$ cat config.mk
export PLATFORM = sky130hd
export DESIGN_NAME = arb_req_agent
export DESIGN_NICKNAME = d
export VERILOG_FILES = /design/src/rtl/arb_req_agent.sv
export SDC_FILE = /design/constraint.sdc
export NUM_CORES = 1
export LEC_CHECK = 0
export ABC_AREA = 1
export CORE_ASPECT_RATIO = 0.9
export CORE_MARGIN = 2
export CORE_UTILIZATION = 50
export CTS_CLUSTER_DIAMETER = 60
export DETAILED_ROUTE_END_ITERATION = 10
export GPL_TIMING_DRIVEN = 0
export PLACE_DENSITY = 0.75
export SLEW_MARGIN = 20
export SYNTH_ARGS = -nofsm -noshare
export SYNTH_HDL_FRONTEND = slang
export SYNTH_SLANG_ARGS = --single-unit
$ cat constraint.sdc
create_clock -name clk -period 3.6 [get_ports clk]
set_clock_uncertainty 0.15 [all_clocks]
set_input_delay 1.08 -clock clk [delete_from_list [all_inputs] [get_ports clk]]
set_output_delay 1.08 -clock clk [all_outputs]
set_load 0.05 [all_outputs]
$ cat src/rtl/arb_req_agent.sv
// Requester-side agent for a one-hot fixed-priority arbiter: pending counters, grant checks.
// Optional starvation watchdog built when ARB_REQ_STARVE_EN is defined.
module arb_req_agent #(
   parameter int unsigned N          = 32,
   parameter int unsigned CNT_W      = 4,
   parameter int unsigned STARVE_MAX = 64
) (
   input  logic         clk,
   input  logic         reset,
   input  logic [N-1:0] push_i,
   input  logic [N-1:0] gnt_i,
   output logic [N-1:0] req_o,
   output logic [N-1:0] served_o,
   output logic [N-1:0] ovf_o,
   output logic [1:0]   err_o,
   output logic [N-1:0] starve_o
);

   if (N < 1 || STARVE_MAX < 1) begin : g_bad_param
      $error("arb_req_agent: N and STARVE_MAX must be >= 1");
   end

   logic [CNT_W-1:0] pend_q [N];
   logic [CNT_W-1:0] pend_d [N];
   logic [N-1:0]     served_q, served_d;
   logic [N-1:0]     ovf_q, ovf_d;
   logic [1:0]       err_q, err_d;

   logic             gnt_any;
   logic             gnt_multi;
   logic             gnt_valid;
   logic             gnt_spur;
   logic [N-1:0]     gnt_vld;

   // req_o comes straight from registered counters: no input-to-output path.
   always_comb begin
      req_o = '0;
      for (int i = 0; i < N; i++) begin
         req_o[i] = |pend_q[i];
      end
   end

   // x & (x-1) clears the lowest set bit; anything left means multi-hot.
   always_comb begin
      gnt_any   = |gnt_i;
      gnt_multi = |(gnt_i & (gnt_i - 1'b1));
      gnt_valid = gnt_any && !gnt_multi && |(gnt_i & req_o);
      gnt_spur  = gnt_any && !gnt_multi && !gnt_valid;
      gnt_vld   = gnt_valid ? gnt_i : '0;
   end

   always_comb begin
      served_d = gnt_vld;
      ovf_d    = ovf_q;
      err_d    = err_q | {gnt_multi, gnt_spur};
      for (int i = 0; i < N; i++) begin
         pend_d[i] = pend_q[i];
         case ({push_i[i], gnt_vld[i]})
            2'b10: begin
               if (&pend_q[i]) begin
                  ovf_d[i] = 1'b1;
               end else begin
                  pend_d[i] = pend_q[i] + 1'b1;
               end
            end
            2'b01:   pend_d[i] = pend_q[i] - 1'b1;
            default: pend_d[i] = pend_q[i];
         endcase
      end
   end

   always_ff @(posedge clk) begin
      if (!reset) begin
         for (int i = 0; i < N; i++) begin
            pend_q[i] <= '0;
         end
         served_q <= '0;
         ovf_q    <= '0;
         err_q    <= '0;
      end else begin
         for (int i = 0; i < N; i++) begin
            pend_q[i] <= pend_d[i];
         end
         served_q <= served_d;
         ovf_q    <= ovf_d;
         err_q    <= err_d;
      end
   end

   assign served_o = served_q;
   assign ovf_o    = ovf_q;
   assign err_o    = err_q;

`ifdef ARB_REQ_STARVE_EN
   localparam int unsigned SW = $clog2(STARVE_MAX + 1);
   localparam logic [SW-1:0] StarveMax = SW'(STARVE_MAX);

   logic [SW-1:0] stv_q [N];
   logic [SW-1:0] stv_d [N];

   always_comb begin
      starve_o = '0;
      for (int i = 0; i < N; i++) begin
         if (!req_o[i] || gnt_vld[i]) begin
            stv_d[i] = '0;
         end else if (stv_q[i] == StarveMax) begin
            stv_d[i] = stv_q[i];
         end else begin
            stv_d[i] = stv_q[i] + 1'b1;
         end
         starve_o[i] = (stv_q[i] == StarveMax);
      end
   end

   always_ff @(posedge clk) begin
      for (int i = 0; i < N; i++) begin
         if (!reset) begin
            stv_q[i] <= '0;
         end else begin
            stv_q[i] <= stv_d[i];
         end
      end
   end
`else
   assign starve_o = '0;
`endif

endmodule

==> images/layer_met4.png <==
Scale bar: 50 um.
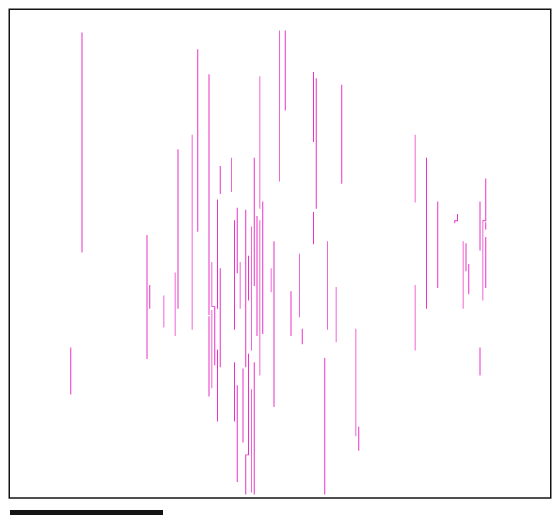
wire length on this layer: 1860 um
share of all routed wire: 4.4%
longest straight run: 78.2 um
main direction: vertical

==> images/flops_by_reg.png <==
Scale bar: 50 um. Other sequential cells in the stronger gray, the rest of the logic in the fainter gray.
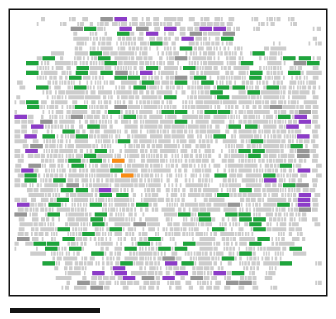
| color | name in the netlist | flops |
|---|---|---|
| purple | served_o | 32 |
| orange | err_o | 2 |
| green | pend_q | 128 |
not colored: 32

==> images/congestion.png <==
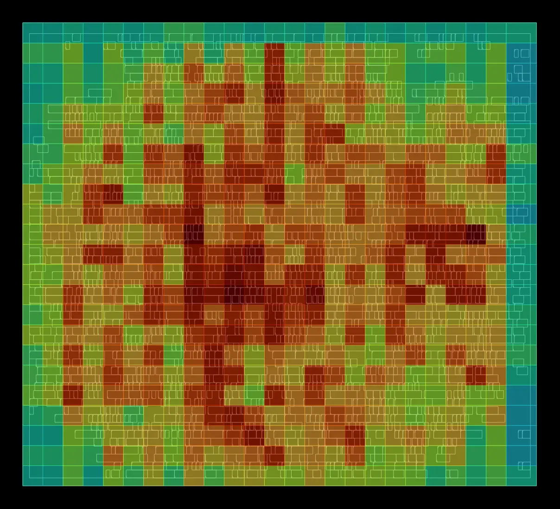
combined global-route utilization of all metal layers: 27.5%
routing usage on met2: 46.5%
average routed wire per standard cell: 16.4 um
met1 demand-to-capacity share in global routing: 35.2%

==> images/logic_types.png <==
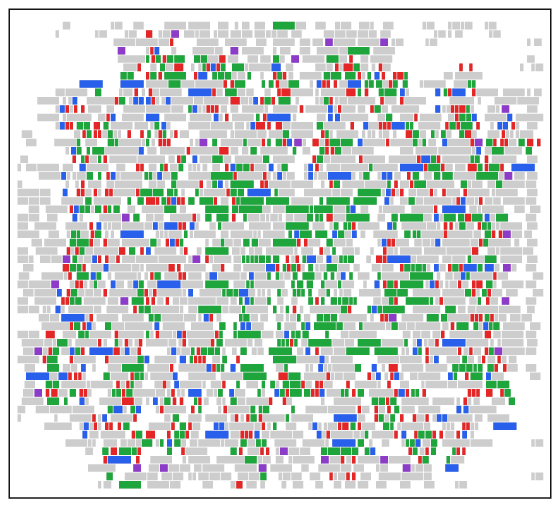
| color | family | cells | where |
|---|---|---|---|
| purple | AND-OR and OR-AND gates | 30 | spread over the die |
| blue | inverting AOI/OAI gates | 178 | spread over the die |
| green | NAND gates | 487 | spread over the die |
| red | inverters | 399 | spread over the die |

[layer usage]
metal	up-vias	global-route usage (%)	part of all wire (%)	routed length [um]
met3	142	4.43	7.5	3180
met5	-	0	0	0
met4	0	10.4	4.4	1860
met2	628	46.5	48	20300
met1	6435	35.2	40	17100
li1	6622	-	-	-
[state kept, by name (all words and copies together), names as in the netlist]
register  cells
ovf_o        32
pend_q      128
served_o     32
err_o         2
[where the power goes]
| group | switching, W | internal [W] | total [W] |
|---|---|---|---|
| registers | 0.000100 | 0.00223 | 0.00233 |
| clock network | 0.000956 | 0.00112 | 0.00207 |
| logic | 0.000911 | 0.000458 | 0.00137 |
| total | 0.00197 | 0.00381 | 0.00578 |
==> out/metrics.yaml <==
n_antenna_cell: 4
edf_count: 0
synth_top_cell_by_area: "dfxtp_1"
clock_sinks: 194
buffer_area_share_pct: 17.3
number_of_standard_cells_after_synthesis: 1849
antenna_found_initial: 4
timing.critical_path.max_delay_family: "simple AND/OR/NAND/NOR gates"
failed_checks: "setup timing"
post_synth_mux_area_share_pct: 0
post_synth_num_cell_types: 36
timing.final.setup_violations: 61
synth.avg_cell_area_um2: 7.20
placedCellCount: 2391
status: "finished with violations"
total_power_w: 0.00578
clkCellAreaFrac_pct: 3.30
initialDrtViolationCount: 1203
largest_driver_fanout_on_the_critical_path: 7
timing.rr.end: "pend_q[0][19]"
setup_ws_ps: -250
nFlopsAndLatches: 194
cts.repair_timing.setup_buffer_count: 66
power_density_mw_per_mm2: 306
tritoncts.num_buffers: 17
logic_area_mm2: 0.00902
hold_depth: 1
routed_wirelength_um: 42400
postSynthRegisterBits: 194
synth-cells-yosys: 1849
post_synth_most_frequent_cells: "inv_1, nor2_1, nand2_1"
worst_hold_path.endpoint: "ovf_o[21]"
insertion_delay_ps: 450
sh_seq_area_pct: 20.6
final_util_pct: 72.3
ys_sh_simple_pct: 34.7
critPathLaunch: "gnt_i[0]"
grt-ovfl-total: 0
adder_area_share_pct: 10.8
top_area_cell_class: "logic gates"
ff_type: "dfxtp_1"
whs_ps: 320
post_cts_resized: 258
floorplan.rows: 56
routed-via-count: 13827
lay_top_cells: "inv_1, nor2_1, dfxtp_1"
finalCritPeriodShare_pct: 107
critical_path.n_buffers_inverters: 7
kind_of_critical_path: "in -> reg"
r2r_start: "pend_q[0][4]"
rsz0062_at_grt: "true"
fin_crit_ps: 3850
critPathLaunchType: "input pin"
postPlaceCellArea_mm2: 0.0158
clock-root-buffer: "clkbuf_16"
ys_warn_count: 0
firstDrtPassIters: 5
inverters_excl_clock: 399
filler_cell_count: 1883
required_ps: 3790
netlist_logic_family_top: "simple AND/OR/NAND/NOR gates"
timing.critical_path.depth: 28
die_h_um: 159
lay_top_count: "inv_1"
post_drt_via_cell_ratio: 5.36
grt_max_degree: 19
worstSetupEndpoint: "pend_q[0][35]"
wire_length_of_the_first_global_routing_pass_um: 61400
drt.antenna.violating_nets: 0
cts_max_path_buffers: 2
fp.coreArea_mm2: 0.0261
finalHoldViolations: 0
vdd.ir_drop.worst_mv: 0.269
ff_latch_area_mm2: 0.00388
buffers: 377
core_util_floorplan_pct: 50.9
final_layout_size_suffix_gt1_share_pct: 30.7
final_cell_count_no_fill: 2580
io-pin-count: 196
cts_max_level: 4
die.size.x_um: 176
setup.reg_to_reg.worst_slack_ps: 70
final_estimated_routing_congestion_in_global_placement: 0.953
finalInstanceArea_mm2: 0.0189
crit_slowest_cell: "ha_4"
die_area_mm2: 0.0279
yosys-stat-area_mm2: 0.0133
remaining_drc_errors: 0
stage_log_warnings: 29
tightest_pin_transition_ps: 1040
No activity file was given, so power comes from the tool's default toggle rates.
